$ cat config.mk
export PLATFORM = sky130hd
export DESIGN_NAME = dmi_arbiter_flat
export DESIGN_NICKNAME = d
export VERILOG_FILES = /design/src/rtl/dmi_arbiter_if.sv /design/src/rtl/dmi_arbiter.sv /design/src/flat_wrapper.sv
export SDC_FILE = /design/constraint.sdc
export NUM_CORES = 1
export LEC_CHECK = 0
export CORE_AREA = 2 2 103 105
export CTS_CLUSTER_SIZE = 20
export DETAILED_ROUTE_END_ITERATION = 7
export DIE_AREA = 0 0 105 107
export PLACE_DENSITY = 0.8
export SKIP_CTS_REPAIR_TIMING = 1
export SLEW_MARGIN = 20
export SYNTH_ARGS = -nofsm -noshare
export SYNTH_HDL_FRONTEND = slang
export SYNTH_SLANG_ARGS = --single-unit
$ cat constraint.sdc
create_clock -name clk_i -period 3.3 [get_ports clk_i]
set_input_delay 0.66 -clock clk_i [delete_from_list [all_inputs] [get_ports clk_i]]
set_output_delay 0.66 -clock clk_i [all_outputs]
set_load 0.05 [all_outputs]
$ cat src/rtl/dmi_arbiter_if.sv
// dmi_arbiter_if: handshake bundle between two DMI requesters, the arbiter
// and the shared Debug Module port.
//   req0/req1  : 41-bit requests {addr[40:34], data[33:2], op[1:0]}, valid/ready
//   resp0/resp1: 34-bit responses {data[33:2], resp[1:0]}, valid/ready
//   dmi_req    : shared request toward the Debug Module
//   dmi_resp   : shared response from the Debug Module
// modport slave  : arbiter side
// modport master : requester / Debug Module side (environment)
interface dmi_arbiter_if;
  logic        req0_valid_i, req1_valid_i;
  logic [40:0] req0_i, req1_i;
  logic        req0_ready_o, req1_ready_o;
  logic        resp0_valid_o, resp1_valid_o;
  logic [33:0] resp0_o, resp1_o;
  logic        resp0_ready_i, resp1_ready_i;
  logic        dmi_req_valid_o;
  logic [40:0] dmi_req_o;
  logic        dmi_req_ready_i;
  logic        dmi_resp_valid_i;
  logic [33:0] dmi_resp_i;
  logic        dmi_resp_ready_o;

  modport slave (
    input  req0_valid_i, req1_valid_i, req0_i, req1_i,
    output req0_ready_o, req1_ready_o,
    output resp0_valid_o, resp1_valid_o, resp0_o, resp1_o,
    input  resp0_ready_i, resp1_ready_i,
    output dmi_req_valid_o, dmi_req_o,
    input  dmi_req_ready_i,
    input  dmi_resp_valid_i, dmi_resp_i,
    output dmi_resp_ready_o
  );

  modport master (
    output req0_valid_i, req1_valid_i, req0_i, req1_i,
    input  req0_ready_o, req1_ready_o,
    input  resp0_valid_o, resp1_valid_o, resp0_o, resp1_o,
    output resp0_ready_i, resp1_ready_i,
    input  dmi_req_valid_o, dmi_req_o,
    output dmi_req_ready_i,
    output dmi_resp_valid_i, dmi_resp_i,
    input  dmi_resp_ready_o
  );
endinterface

$ cat src/rtl/dmi_arbiter.sv
// dmi_arbiter: round-robin arbiter letting two requesters (0 = JTAG DTM,
// 1 = host port) share one DMI port, one transaction outstanding at a time.
// Ports:
//   clk_i   : clock, rising edge
//   rst_i   : asynchronous active-high reset
//   clear_i : synchronous abort of the current transaction (dmireset)
//   bus     : dmi_arbiter_if.slave, requester and Debug Module handshakes
//   busy_o  : high whenever the FSM is not IDLE
//   owner_o : index of the current or most recent grant
// Optional feature: define DMI_ARB_TIMEOUT_EN to add a downstream response
// timeout of TIMEOUT_CYCLES cycles that returns {data=0, resp=FAILED}.
module dmi_arbiter #(
  parameter int TIMEOUT_CYCLES = 255
) (
  input  logic         clk_i,
  input  logic         rst_i,
  input  logic         clear_i,
  dmi_arbiter_if.slave bus,
  output logic         busy_o,
  output logic         owner_o
);

  typedef enum logic [1:0] {IDLE, REQ, RESP, RET} state_t;

  state_t      state, state_nxt;
  logic        owner;
  logic        last_gnt;   // most recent grant; reset to 1 so requester 0 wins the first tie
  logic [40:0] req_reg;
  logic [33:0] resp_reg;

  logic        grant, gnt_idx, resp_take, ret_done, timeout_hit;

`ifdef DMI_ARB_TIMEOUT_EN
  localparam logic [15:0] TO_LAST = 16'(TIMEOUT_CYCLES - 1);
  logic [15:0] cnt;

  // cnt holds the number of cycles already spent in the current state, so the
  // TIMEOUT_CYCLES-th cycle in REQ or RESP is the one that leaves for RET.
  always_ff @(posedge clk_i or posedge rst_i)
    if (rst_i)                                  cnt <= '0;
    else if (state_nxt != state)                cnt <= '0;
    else if (state == REQ || state == RESP)     cnt <= cnt + 16'd1;

  always_comb
    timeout_hit = (cnt == TO_LAST) &&
                  ((state == REQ  && !bus.dmi_req_ready_i) ||
                   (state == RESP && !bus.dmi_resp_valid_i));
`else
  logic unused_timeout;
  assign unused_timeout = ^TIMEOUT_CYCLES;
  assign timeout_hit    = 1'b0;
`endif

  // Arbitration: on a tie pick the requester not granted last time.
  always_comb begin
    gnt_idx = 1'b0;
    if (bus.req0_valid_i && bus.req1_valid_i) gnt_idx = ~last_gnt;
    else if (bus.req1_valid_i)                gnt_idx = 1'b1;
  end

  always_comb begin
    grant     = (state == IDLE) && !clear_i && (bus.req0_valid_i || bus.req1_valid_i);
    resp_take = (state == RESP) && bus.dmi_resp_valid_i;
    ret_done  = (state == RET) && (owner ? bus.resp1_ready_i : bus.resp0_ready_i);
  end

  // Next state
  always_comb begin
    state_nxt = state;
    if (clear_i) state_nxt = IDLE;
    else begin
      unique case (state)
        IDLE: if (grant) state_nxt = REQ;
        REQ:  if (bus.dmi_req_ready_i) state_nxt = RESP;
              else if (timeout_hit)    state_nxt = RET;
        RESP: if (resp_take || timeout_hit) state_nxt = RET;
        RET:  if (ret_done) state_nxt = IDLE;
        default: state_nxt = IDLE;
      endcase
    end
  end

  always_ff @(posedge clk_i or posedge rst_i)
    if (rst_i) state <= IDLE;
    else       state <= state_nxt;

  // Data path registers; clear_i wipes both captured request and response.
  always_ff @(posedge clk_i or posedge rst_i)
    if (rst_i) begin
      owner    <= 1'b0;
      last_gnt <= 1'b1;
      req_reg  <= '0;
      resp_reg <= '0;
    end else if (clear_i) begin
      req_reg  <= '0;
      resp_reg <= '0;
    end else begin
      if (grant) begin
        req_reg  <= gnt_idx ? bus.req1_i : bus.req0_i;
        owner    <= gnt_idx;
        last_gnt <= gnt_idx;
      end
      if (resp_take)        resp_reg <= bus.dmi_resp_i;
      else if (timeout_hit) resp_reg <= {32'h0, 2'd2};
    end

  // Outputs. Valids are masked by clear_i so an abort wins any handshake in
  // the same cycle. dmi_resp_ready_o stays high in IDLE so stray responses
  // from an aborted transaction are drained and dropped.
  always_comb begin
    bus.req0_ready_o     = grant && !gnt_idx;
    bus.req1_ready_o     = grant &&  gnt_idx;
    bus.dmi_req_valid_o  = (state == REQ) && !clear_i;
    bus.dmi_req_o        = req_reg;
    bus.dmi_resp_ready_o = (state == IDLE) || (state == RESP);
    bus.resp0_valid_o    = (state == RET) && !owner && !clear_i;
    bus.resp1_valid_o    = (state == RET) &&  owner && !clear_i;
    bus.resp0_o          = resp_reg;
    bus.resp1_o          = resp_reg;
    busy_o               = (state != IDLE);
    owner_o              = owner;
  end

endmodule

$ cat src/flat_wrapper.sv
// flat-port wrapper written by rule: the top's interface ports become plain ports
module dmi_arbiter_flat 
#(
  parameter int TIMEOUT_CYCLES = 255
)
  (clk_i, rst_i, clear_i, busy_o, owner_o, bus_req0_valid_i, bus_req1_valid_i, bus_req0_i, bus_req1_i, bus_req0_ready_o, bus_req1_ready_o, bus_resp0_valid_o, bus_resp1_valid_o, bus_resp0_o, bus_resp1_o, bus_resp0_ready_i, bus_resp1_ready_i, bus_dmi_req_valid_o, bus_dmi_req_o, bus_dmi_req_ready_i, bus_dmi_resp_valid_i, bus_dmi_resp_i, bus_dmi_resp_ready_o);
  dmi_arbiter_if bus_i ();
  input  logic clk_i;
  input  logic rst_i;
  input  logic clear_i;
  output logic busy_o;
  output logic owner_o;
  input wire logic [$bits(bus_i.req0_valid_i)-1:0] bus_req0_valid_i;
  input wire logic [$bits(bus_i.req1_valid_i)-1:0] bus_req1_valid_i;
  input wire logic [$bits(bus_i.req0_i)-1:0] bus_req0_i;
  input wire logic [$bits(bus_i.req1_i)-1:0] bus_req1_i;
  output wire logic [$bits(bus_i.req0_ready_o)-1:0] bus_req0_ready_o;
  output wire logic [$bits(bus_i.req1_ready_o)-1:0] bus_req1_ready_o;
  output wire logic [$bits(bus_i.resp0_valid_o)-1:0] bus_resp0_valid_o;
  output wire logic [$bits(bus_i.resp1_valid_o)-1:0] bus_resp1_valid_o;
  output wire logic [$bits(bus_i.resp0_o)-1:0] bus_resp0_o;
  output wire logic [$bits(bus_i.resp1_o)-1:0] bus_resp1_o;
  input wire logic [$bits(bus_i.resp0_ready_i)-1:0] bus_resp0_ready_i;
  input wire logic [$bits(bus_i.resp1_ready_i)-1:0] bus_resp1_ready_i;
  output wire logic [$bits(bus_i.dmi_req_valid_o)-1:0] bus_dmi_req_valid_o;
  output wire logic [$bits(bus_i.dmi_req_o)-1:0] bus_dmi_req_o;
  input wire logic [$bits(bus_i.dmi_req_ready_i)-1:0] bus_dmi_req_ready_i;
  input wire logic [$bits(bus_i.dmi_resp_valid_i)-1:0] bus_dmi_resp_valid_i;
  input wire logic [$bits(bus_i.dmi_resp_i)-1:0] bus_dmi_resp_i;
  output wire logic [$bits(bus_i.dmi_resp_ready_o)-1:0] bus_dmi_resp_ready_o;
  assign bus_i.req0_valid_i = bus_req0_valid_i;
  assign bus_i.req1_valid_i = bus_req1_valid_i;
  assign bus_i.req0_i = bus_req0_i;
  assign bus_i.req1_i = bus_req1_i;
  assign bus_req0_ready_o = bus_i.req0_ready_o;
  assign bus_req1_ready_o = bus_i.req1_ready_o;
  assign bus_resp0_valid_o = bus_i.resp0_valid_o;
  assign bus_resp1_valid_o = bus_i.resp1_valid_o;
  assign bus_resp0_o = bus_i.resp0_o;
  assign bus_resp1_o = bus_i.resp1_o;
  assign bus_i.resp0_ready_i = bus_resp0_ready_i;
  assign bus_i.resp1_ready_i = bus_resp1_ready_i;
  assign bus_dmi_req_valid_o = bus_i.dmi_req_valid_o;
  assign bus_dmi_req_o = bus_i.dmi_req_o;
  assign bus_i.dmi_req_ready_i = bus_dmi_req_ready_i;
  assign bus_i.dmi_resp_valid_i = bus_dmi_resp_valid_i;
  assign bus_i.dmi_resp_i = bus_dmi_resp_i;
  assign bus_dmi_resp_ready_o = bus_i.dmi_resp_ready_o;
  dmi_arbiter #(.TIMEOUT_CYCLES(TIMEOUT_CYCLES)) u_core (.clk_i(clk_i), .rst_i(rst_i), .clear_i(clear_i), .bus(bus_i), .busy_o(busy_o), .owner_o(owner_o));
endmodule
pinout.png
Drawn at 4 px/um. Pins as bars across the die edge, other pins in gray.
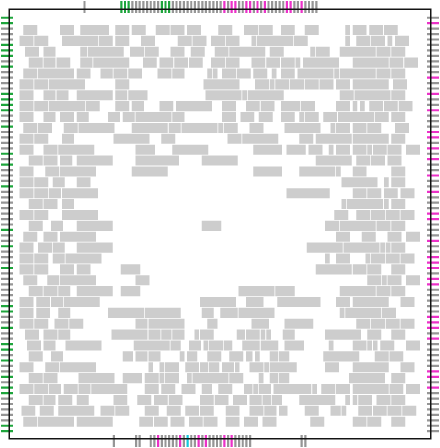
[`bus_req1_i`] magenta | pins: 41 | direction: input | edge: 25 right, 10 top, 6 bottom
[`bus_dmi_resp_i`] green | pins: 34 | direction: input | edge: 28 left, 6 top
[`bus_resp1_ready_i`] cyan | pins: 1 | direction: input | edge: bottom
Die W: 105 um
Die Y: 107 um

sizing.png
Drawn at 4 px/um.
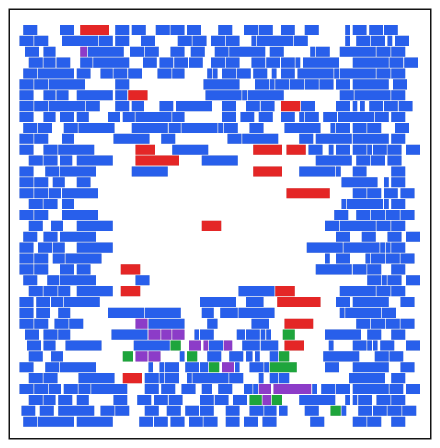
[x6 and larger] red | cells: 17
[x1 and smaller] blue | cells: 458
[x3 and x4] green | cells: 10
[x2] purple | cells: 14
Syn-to-layout area delta: 71.2%
Finished Cell Area: 0.00607 mm2
final worst slack: 0.498 ns
Repair and plain buffers: 246

==> flow_summary.toml <==
# generated from flow reports
[run_status]
status = "complete, but fails checks"
violations = "DRC"

[clock_tree]
cts_tree = "yes"
cts_htree_levels = 3
cts_sinks = 79
clk_pin_slew_ns = 0.08
cts_root_buf = "clkbuf_8"
cts_buffers = 9
worstSkewPairLatency_ns = 0.35

[floorplan]
die_area_mm2 = 0.0112
tap_cells = 136
rows = 37
core_area_mm2 = 0.0101

[sta]
period_needed_ns = 2.80
clock.fmax_ghz = 0.357
hold_viol_final = 0
slew_violations = 0
fin_setup_tns_ns = 0
worst_pin_slew_ns = 0.605
relSlewSlack_pct = 59.7
timing.final.crit_share_pct = 84.9
clock_skew_ns = 0.0142
hold_slack_ns = 0.496

[drt]
ant_nets = 0
drtIter0Drc = 300
routed_via_density = 5.02
vias = 3189
wl_met2_mm = 5.55
wl_mm = 11.2
top_layer = "met4"
wl_met1_mm = 4.32
drc_errors = 1

[layout]
ff_latch_area_mm2 = 0.00198
layout.cells.non_filler = 635
layout.nets = 625
n_clock_buffer = 10
inverters = 41
lay_top_count = "clkdlybuf4s50_1"
nonClkBufAreaFrac_pct = 41.0
fillers = 816
layout_top_cells = "clkdlybuf4s50_1 (236), dfrtp_1 (78), inv_1 (39)"
largestClassByArea = "non-clock buffers"

[yosys]
edf_count = 0
synthCells = 292
ys_warn_count = 0
top_cells_by_count = "dfrtp_1 (78), inv_1 (40), a222oi_1 (35), buf_4 (35), a22o_1 (34)"
adder_share_pct = 1.76
xor_area_share_pct = 0
ys_sh_mux_pct = 1.97
syn-num-nets = 422
yosys-stat-cells = 292
largest_area_cell = "dfrtp_1"
synth_area_mm2 = 0.00355
synth_cell_types = 28
avgSynthCellArea_um2 = 12.2
simple_gate_share_pct = 3.10
synthAoiAreaFrac_pct = 22.3
synthArstFlopShare_pct = 100
netlist.area_leader.share_pct = 55.0
yosysChipArea_mm2 = 0.00355
most_common_cell = "dfrtp_1"

[power]
clockPowerShare_pct = 20.5
seqPwrFrac_pct = 30.8
power_switching_mw = 1.79
internal_power_mw = 2.45
p_leak_nw = 2.81
combPwrFrac_pct = 48.7
power_per_cell_area_mw_per_mm2 = 697
p_clk_uw = 866
swShare_pct = 42.2
power_combinational_mw = 2.06
pg_seq_mw = 1.30

[grt]
antenna_found_initial = 0
met1_usage_pct = 22.9
grtUsageMet2_pct = 32.4
grt_start_max_net_pins = 80
busiest_layer = "met2"
grt_pass1_wl_mm = 17.0
grt_use_total_pct = 19.2

[setup_path]
r2r_end = "u_core.bus.dmi_req_o[21]"
ff2ff_setup_slack_ns = 1.26
path_cells = "inv_1 > ha_1 > or2_2 > clkdlybuf4s50_1"
crit_required_ns = 2.64
cp_slowest_cell = "clkdlybuf4s50_1"
critPathMaxStageDelay_ns = 0.71
critPathCapture = "bus_dmi_resp_ready_o"
rr_worst_depth = 7
crit_type = "reg -> out"
arrival_ns = 2.14
path_buffers = 2

[place]
dp_cells = 620

[min_path]
hp-start = "u_core.bus.dmi_req_o[11]"
hold_end = "u_core.bus.dmi_req_o[11]"
min_path_cells = 2

[run]
maxCapViolCount = 0
port_trees.png
Drawn at 2 px/um.
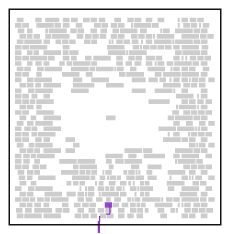
[`bus_resp1_ready_i`] purple | bits: 1 | direction: input | edge: bottom | end cells: 1 | buffers: 1 | wire: 12.0 um
Top Ports: 242
PortBufs: 241

placed.png
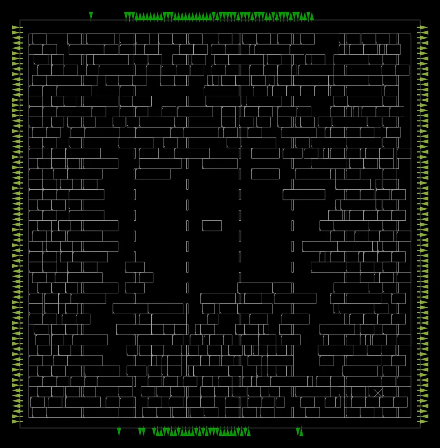
Post-Route Utilization: 60.2%
Seq/total area: 32.6%
seq_cells: 79

